$ cat src/rtl/lfsr_burst_gen.sv
// Fibonacci LFSR pattern generator with seed load, lock-up guard, wrap detect
// and a counted burst mode driven by a start/busy/done handshake.
//
// state | meaning
// IDLE  | free-run stepping on en; waiting for start
// RUN   | burst in progress; one step per cycle until the count expires
module lfsr_burst_gen #(
  parameter int               WIDTH = 5,
  parameter logic [WIDTH-1:0] TAPS  = 5'b10100,
  parameter logic [WIDTH-1:0] SEED  = 5'b10111,
  parameter int               LEN_W = 8
) (
  input  logic             clk,
  input  logic             resetn,
  input  logic             en,
  input  logic             load,
  input  logic [WIDTH-1:0] load_val,
  input  logic             start,
  input  logic [LEN_W-1:0] len,
  output logic [WIDTH-1:0] q,
  output logic             dout,
  output logic             busy,
  output logic             done,
  output logic             lockup,
  output logic             wrap
);

  typedef enum logic {IDLE, RUN} state_t;

  state_t           state;
  logic [LEN_W-1:0] cnt;
  logic             fb;
  logic [WIDTH-1:0] q_step;

  always_comb begin
    fb     = ^(q & TAPS);
    q_step = {q[WIDTH-2:0], fb};
  end

  assign dout = q[WIDTH-1];

  always_ff @(posedge clk) begin
    if (!resetn) begin
      state  <= IDLE;
      q      <= SEED;
      cnt    <= '0;
      busy   <= 1'b0;
      done   <= 1'b0;
      lockup <= 1'b0;
      wrap   <= 1'b0;
    end else begin
      done   <= 1'b0;
      lockup <= 1'b0;
      wrap   <= 1'b0;
      if (load) begin
        // a load always wins and silently aborts any burst
        state <= IDLE;
        busy  <= 1'b0;
        cnt   <= '0;
        if (load_val == '0) begin
          q      <= SEED;
          lockup <= 1'b1;
        end else begin
          q <= load_val;
        end
      end else begin
        case (state)
          IDLE: begin
            if (start) begin
              if (len != '0) begin
                cnt   <= len;
                state <= RUN;
                busy  <= 1'b1;
              end else begin
                done <= 1'b1;
              end
            end else if (en) begin
              q    <= q_step;
              wrap <= (q_step == SEED);
            end
          end
          RUN: begin
            q    <= q_step;
            wrap <= (q_step == SEED);
            cnt  <= cnt - LEN_W'(1);
            if (cnt == LEN_W'(1)) begin
              state <= IDLE;
              busy  <= 1'b0;
              done  <= 1'b1;
            end
          end
          default: begin
            state <= IDLE;
            busy  <= 1'b0;
          end
        endcase
      end
    end
  end

endmodule

$ cat config.mk
export PLATFORM = sky130hd
export DESIGN_NAME = lfsr_burst_gen
export DESIGN_NICKNAME = d
export VERILOG_FILES = /design/src/rtl/lfsr_burst_gen.sv
export SDC_FILE = /design/constraint.sdc
export NUM_CORES = 1
export LEC_CHECK = 0
export CAP_MARGIN = 0
export CORE_UTILIZATION = 41
export CTS_BUF_LIST = sky130_fd_sc_hd__clkbuf_4 sky130_fd_sc_hd__clkbuf_8
export DETAILED_ROUTE_END_ITERATION = 6
export HOLD_SLACK_MARGIN = 0.03
export PLACE_DENSITY = 0.73
export SLEW_MARGIN = 25
export SYNTH_ARGS = -nofsm -noshare
export SYNTH_HDL_FRONTEND = slang
export SYNTH_SLANG_ARGS = --single-unit
$ cat constraint.sdc
create_clock -name clk -period 1.4 [get_ports clk]
set_input_delay 0.14 -clock clk [delete_from_list [all_inputs] [get_ports clk]]
set_output_delay 0.14 -clock clk [all_outputs]
set_load 0.01 [all_outputs]
==> reports/qor.txt <==
dominant logic cell type in the layout: buf_4
YS chip area: 986 sq um
Flops: 18
WP data required: 1580 ps
Critical path origin: cnt[1]$_SDFFE_PP0P_
Port-buffer cells: 27
Post-Syn Area: 986 sq um
worst reg-to-reg setup slack: -70 ps
DRC viols: 0
Crit-path slowest cell: dfxtp_2
Flops after synth: 18
Seq pwr share: 45.8%
Max Root-Sink Buffers: 2
post-route design area: 1620 sq um
clk sinks: 18
Critical Path Start Type: register
sequential cell area: 373 sq um
crit path kind: register to register
sequential portion of the cell area: 23.0%
worst hold endpoint: cnt[5]$_SDFFE_PP0P_
1st-iter DRT viols: 28
total grt overflow: 0
clock slew at reported path FFs: 110 ps
ys async rst share: 0%
Hold Buf Count CTS: 0
fraction of layout cells with a size suffix above 1: 31.2%
met2 wire length: 1550 microns
XOR Share, Synth: 2.66%
Pint: 0.888 mW
FP Util: 44.1%
Worst Hold Depth: 3
Layout Cells excl Fill: 198
Max-area cell share: 36.5%
max reg flops: 8
cell area power density: 763 nW/um^2
mux share: 2.16%
multi-input combinational area share: 40.1%
ys flop type: dfxtp_1
yosys adder share: 2.54%
Final setup viols: 2
largest net degree at the start of global routing: 11
count of standard-cell rows: 17
dominant logic cell types in the final layout: buf_4, clkdlybuf4s50_1, dfxtp_1
biggest regs: cnt (8), q (5)
Clock Buffer Count: 4
gr busiest metal: met2
Worst Reg-to-Reg Cells: 6
CTS Buf Count: 3
Mapped Avg Cell Area: 8.50 sq um
number of synthesized flops with an enable pin: 0
worst setup margin: -70.2 ps
vias per cell: 5.55
Warnings, synthesis: 0
run status: finished, violations left
vias: 1099
Root Driver: clkbuf_4
Comb gates: 87
number of global-route vias before repair: 1071
post-synth top area cell: dfxtp_1
Die ar.: 2610 sq um
DP Area: 1450 sq um
failing checks: setup timing
CP endpoint: cnt[6]$_SDFFE_PP0P_
I/O pins: 28
Worst path depth: 6
CP top delay family: AND-OR/OR-AND gates
placed insts: 189
Pwr top: sequential cells
Post-CTS Setup Bufs: 3
Final Max-Slew Violation Tally: 0
**Metal layers overlaid**

The bar under the picture is 20 microns long.
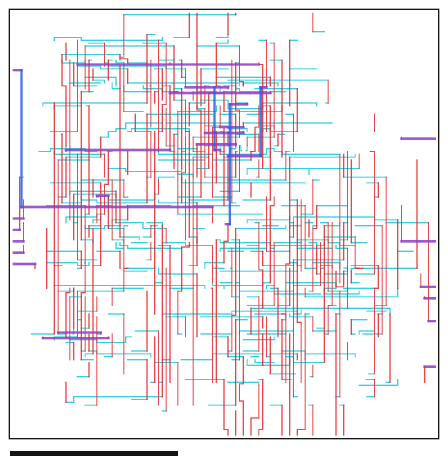
Key: cyan = metal 1 [wire length 1130 microns]; blue = metal 4 [wire length 46.2 microns]; red = metal 2 [wire length 1550 microns]; purple = metal 3 [wire length 128 microns]

**Routed clock nets over the placement**

The bar under the picture is 20 microns long.
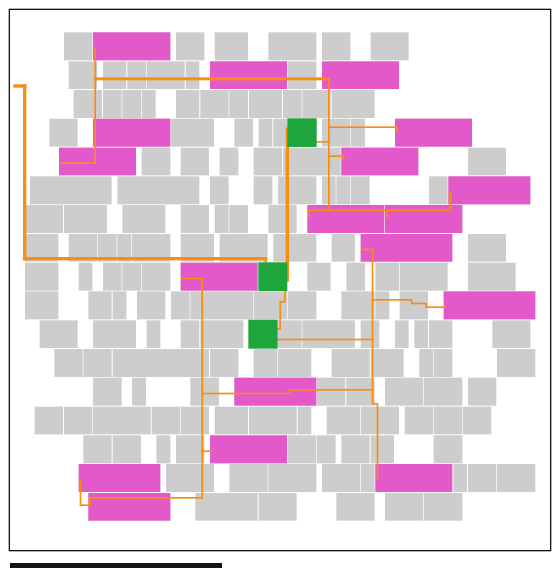
Key: orange = clock wires [length 238 microns]; magenta = flip-flops [count 18]; green = clock drivers [count 3]
There are 4 routed clock nets.

**Track usage over the die**

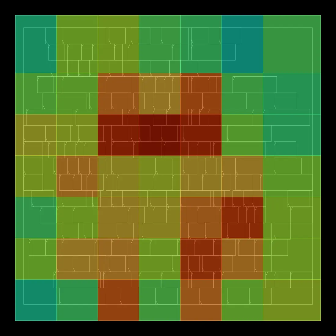
met2 usage: 44.1%
GRT met3 Usage: 3.57%
met1 usage: 26.8%
WL/cell: 14.4 microns

Power figures rest on the tool's default switching activity, not on a simulated workload.
